Figure 1. Nets reached from selected ports.
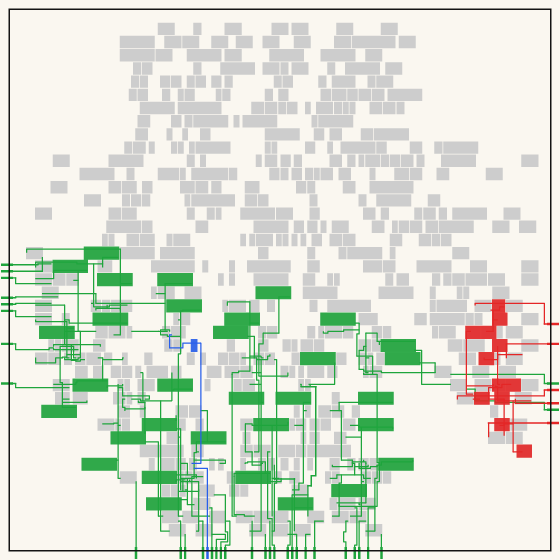
Figure 2. Congestion heat map.
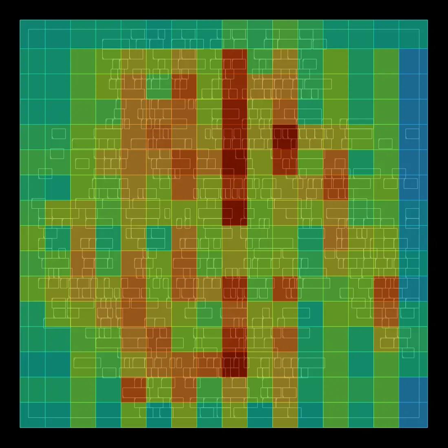
Figure 3. Sizing map.
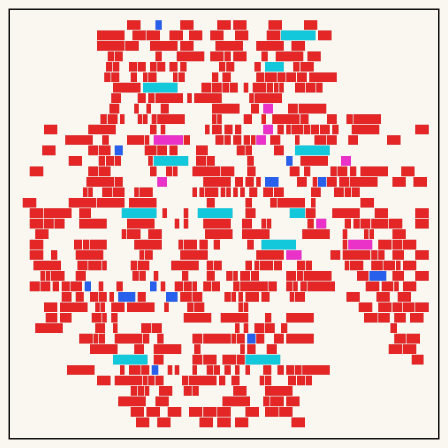
Figure 4. Placed cells, one colour a class.
Bar = 20 microns.
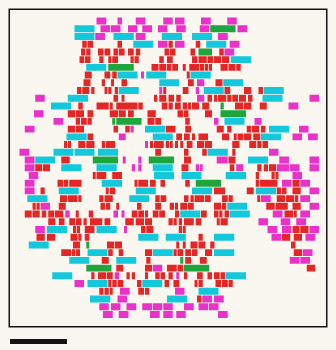
Figure 5. Routed metal per tile.
Bar = 20 microns. The die is cut into 22 by 22 equal tiles; dark purple is low, yellow is high, scaled to the fullest tile. Values are wire area over tile area, all layers added.
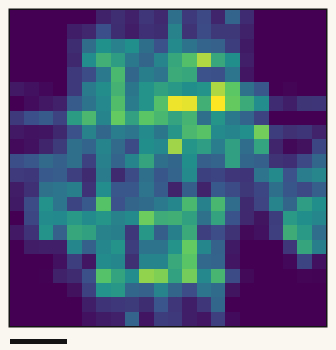
[config.mk]
export PLATFORM = sky130hd
export DESIGN_NAME = pipe_hazard_ctrl
export DESIGN_NICKNAME = d
export VERILOG_FILES = /design/src/rtl/pipe_hazard_ctrl.sv
export SDC_FILE = /design/constraint.sdc
export NUM_CORES = 1
export LEC_CHECK = 0
export CAP_MARGIN = 40
export CELL_PAD_IN_SITES_DETAIL_PLACEMENT = 0
export CELL_PAD_IN_SITES_GLOBAL_PLACEMENT = 1
export CORE_MARGIN = 2
export CORE_UTILIZATION = 30
export DETAILED_ROUTE_END_ITERATION = 10
export GPL_TIMING_DRIVEN = 0
export PLACE_DENSITY = 0.77
export SYNTH_ARGS = -nofsm -noshare
export SYNTH_HDL_FRONTEND = slang
export SYNTH_SLANG_ARGS = --single-unit
[constraint.sdc]
create_clock -name clk_i -period 4.08 [get_ports clk_i]
set_input_delay 1.02 -clock clk_i [delete_from_list [all_inputs] [get_ports clk_i]]
set_output_delay 1.02 -clock clk_i [all_outputs]
set_load 0.02 [all_outputs]
[src/rtl/pipe_hazard_ctrl.sv]
// Stall/flush sequencer for the five-stage pipeline: load-use bubbles, branch
// flushes, memory freezes with deferred flush, and saturating event counters.
module pipe_hazard_ctrl #(
    parameter int REG_W = 5,
    parameter int CNT_W = 32
) (
    input  logic             clk_i,
    input  logic             rst_i,
    input  logic             id_ex_mem_read_i,
    input  logic [REG_W-1:0] id_ex_rd_i,
    input  logic [REG_W-1:0] if_id_rs1_i,
    input  logic [REG_W-1:0] if_id_rs2_i,
    input  logic             branch_taken_i,
    input  logic             mem_stall_i,
    output logic             pc_write_o,
    output logic             if_id_stall_o,
    output logic             if_id_flush_o,
    output logic             id_ex_bubble_o,
    output logic             pipe_mem_stall_o,
    output logic [CNT_W-1:0] stall_cnt_o,
    output logic [CNT_W-1:0] flush_cnt_o
);

    localparam logic [0:0] RUN      = 1'b0;
    localparam logic [0:0] MEM_WAIT = 1'b1;

    logic [0:0] state;
    logic [0:0] state_nxt;
    logic       pend;
    logic       pend_nxt;
    logic       hz;
    logic       flush_req;

    function automatic logic [CNT_W-1:0] sat_inc(input logic [CNT_W-1:0] v);
        return (&v) ? v : v + CNT_W'(1);
    endfunction

    always_comb begin
        hz = id_ex_mem_read_i && (id_ex_rd_i != '0) &&
             ((id_ex_rd_i == if_id_rs1_i) || (id_ex_rd_i == if_id_rs2_i));
    end

    // A branch seen while frozen is remembered in pend and replayed on release,
    // because the IF/ID register cannot honour a flush while it is held.
    always_comb begin
        flush_req = (branch_taken_i || ((state == MEM_WAIT) && pend)) && !hz;
    end

    always_comb begin
        pc_write_o       = 1'b0;
        if_id_stall_o    = 1'b0;
        if_id_flush_o    = 1'b0;
        id_ex_bubble_o   = 1'b0;
        pipe_mem_stall_o = 1'b0;
        if (rst_i) begin
            if (mem_stall_i) begin
                pipe_mem_stall_o = 1'b1;
                if_id_stall_o    = 1'b1;
            end else if (hz) begin
                if_id_stall_o  = 1'b1;
                id_ex_bubble_o = 1'b1;
            end else if (flush_req) begin
                pc_write_o    = 1'b1;
                if_id_flush_o = 1'b1;
            end else begin
                pc_write_o = 1'b1;
            end
        end
    end

    always_comb begin
        state_nxt = state;
        pend_nxt  = pend;
        if (state == RUN) begin
            if (mem_stall_i) begin
                state_nxt = MEM_WAIT;
                pend_nxt  = branch_taken_i && !hz;
            end else begin
                pend_nxt = 1'b0;
            end
        end else begin
            if (mem_stall_i) begin
                pend_nxt = pend || (branch_taken_i && !hz);
            end else begin
                state_nxt = RUN;
                pend_nxt  = 1'b0;
            end
        end
    end

    always_ff @(posedge clk_i) begin
        if (!rst_i) begin
            state       <= RUN;
            pend        <= 1'b0;
            stall_cnt_o <= '0;
            flush_cnt_o <= '0;
        end else begin
            state <= state_nxt;
            pend  <= pend_nxt;
            if (if_id_stall_o) begin
                stall_cnt_o <= sat_inc(stall_cnt_o);
            end
            if (if_id_flush_o) begin
                flush_cnt_o <= sat_inc(flush_cnt_o);
            end
        end
    end

endmodule

==> deck_impl_summary.md <==
Run Summary

Setup path
  – Critical path endpoint category: output pin
  – Critical path peak fanout: 4
  – Crit-path cells: clkdlybuf4s50_1, or4_1, o21a_1, nand2_1, nor2_1, clkdlybuf4s50_1
  – Worst path depth: 6
  – Startpoint type of the worst setup path: primary input

Timing
  – Final hold violation count: 0
  – Final setup TNS: 0 ns
  – Slew headroom: 0.488
  – Pins Over Slew Limit: 0

Placed design
  – Pre-CTS setup slack: -0.695 ns
  – Routability Congestion: 0.850
  – Placed inst area: 4520 sq um
  – DP Cell Count: ~650

Floorplanning
  – Die Wd: 111 microns
  – Tap cells: 143
  – Initial core utilization: 0.305

Clock tree
  – Htree depth: 3
  – CTS Sinks: 66
  – CTS clock-pin slew for the worst setup and hold paths: 0.05 ns
  – Max Buffers Root-to-Sink: 2

Synth
  – Yosys cell count: ~420
  – Top logic family: simple AND/OR/NAND/NOR gates
  – Synth Area in XOR/XNOR: 0.0304
  – Post-synthesis cell type with the largest instance count: dfxtp_1
  – Cells after Synth: 422
  – Synth Flop Type: dfxtp_1
  – Cell Type Count: 42
  – Synth area leader: dfxtp_1
  – Chip Area, Yosys: 3460 sq um

Global route
  – First-pass GRT wire length: between 15000 and 20000 microns

Detailed routing
  – ANT nets after route: 0

Layout
  – Flop count: around 66
  – # fillers: 1147
  – Leading cell kind: logic gates
  – Register share of the cell area: 0.275

Status
  – Status: finished clean

Power and ir drop
  – Reg power frac: 0.448
  – Gate power share: 0.077

Job
  – Log Warnings: 26
About Figure 1:
colour	port	bits	direction	end cells	buffers	wire
red	id_ex_rd_i	5	input	12	5	169 microns
green	stall_cnt_o	32	output	32	32	1520 microns
blue	if_id_stall_o	1	output	1	1	56.5 microns
Port Buffer Count: 88
num ports: 89

About Figure 2:
met2 usage in global routing: 0.278
met3 usage: 0.0408
GR met1 Demand/Resource: 0.234
Total Routing Usage GR: 0.176

About Figure 3:
colour	size	cells	share
cyan	x6 and larger	11	2.1%
red	x1 and smaller	494	94%
magenta	x3 and x4	9	1.7%
blue	x2	12	2.3%
post-route cell area: 4810 sq um
area delta synth->final: 39.2%
Buffers, non-clock: 111
Setup WS post-layout: 0.110 ns

About Figure 4:
colour	class	cells	share of their area
red	remaining logic cells	335	45%
green	clock drivers and dummy loads	14	5.5%
magenta	remaining buffers and delay cells	111	21%
cyan	registers	66	29%
Rows: 39
Finished Core Util: 0.425
core region area: 11300 sq um

About Figure 5:
tiles over half the peak	17%
emptiest ninth of the die	lower right
mean over tiles	0.14
nearly empty tiles	23%
fullest tile	0.53
via count: 3695
routed wire length: 10900 microns
DR WL/cell: 16.4 microns

==> tightest hold or removal path: cells and delay by family (launching register included) <==
kind	cells	cell delay, ns
AND-OR/OR-AND	2	0.13
flip-flops	1	0.32
==> routing by layer <==
metal / part of all wire / vias to the layer above / global-route usage
li1: - / 1822 / -
met1: 0.47 / 1737 / 0.234
met2: 0.46 / 117 / 0.278
met3: 0.047 / 19 / 0.0408
met4: 0.022 / 0 / 0.0700
met5: 0 / - / 0
==> sequential cells by signal, summed over array words and instances, names as in the netlist <==
signal / cells
stall_cnt_o: 32
pend: 1
state: 1
flush_cnt_o: 32
==> what timing repair did <==
| item | CTS | global route |
|---|---|---|
| setup buffers | 1 | 3 |
| pin swaps | 1 | 0 |
| cloned | 0 | 0 |
| setup endpoints to repair | 3 | 5 |
| gates resized | 9 | 5 |
Power figures rest on the tool's default switching activity, not on a simulated workload.
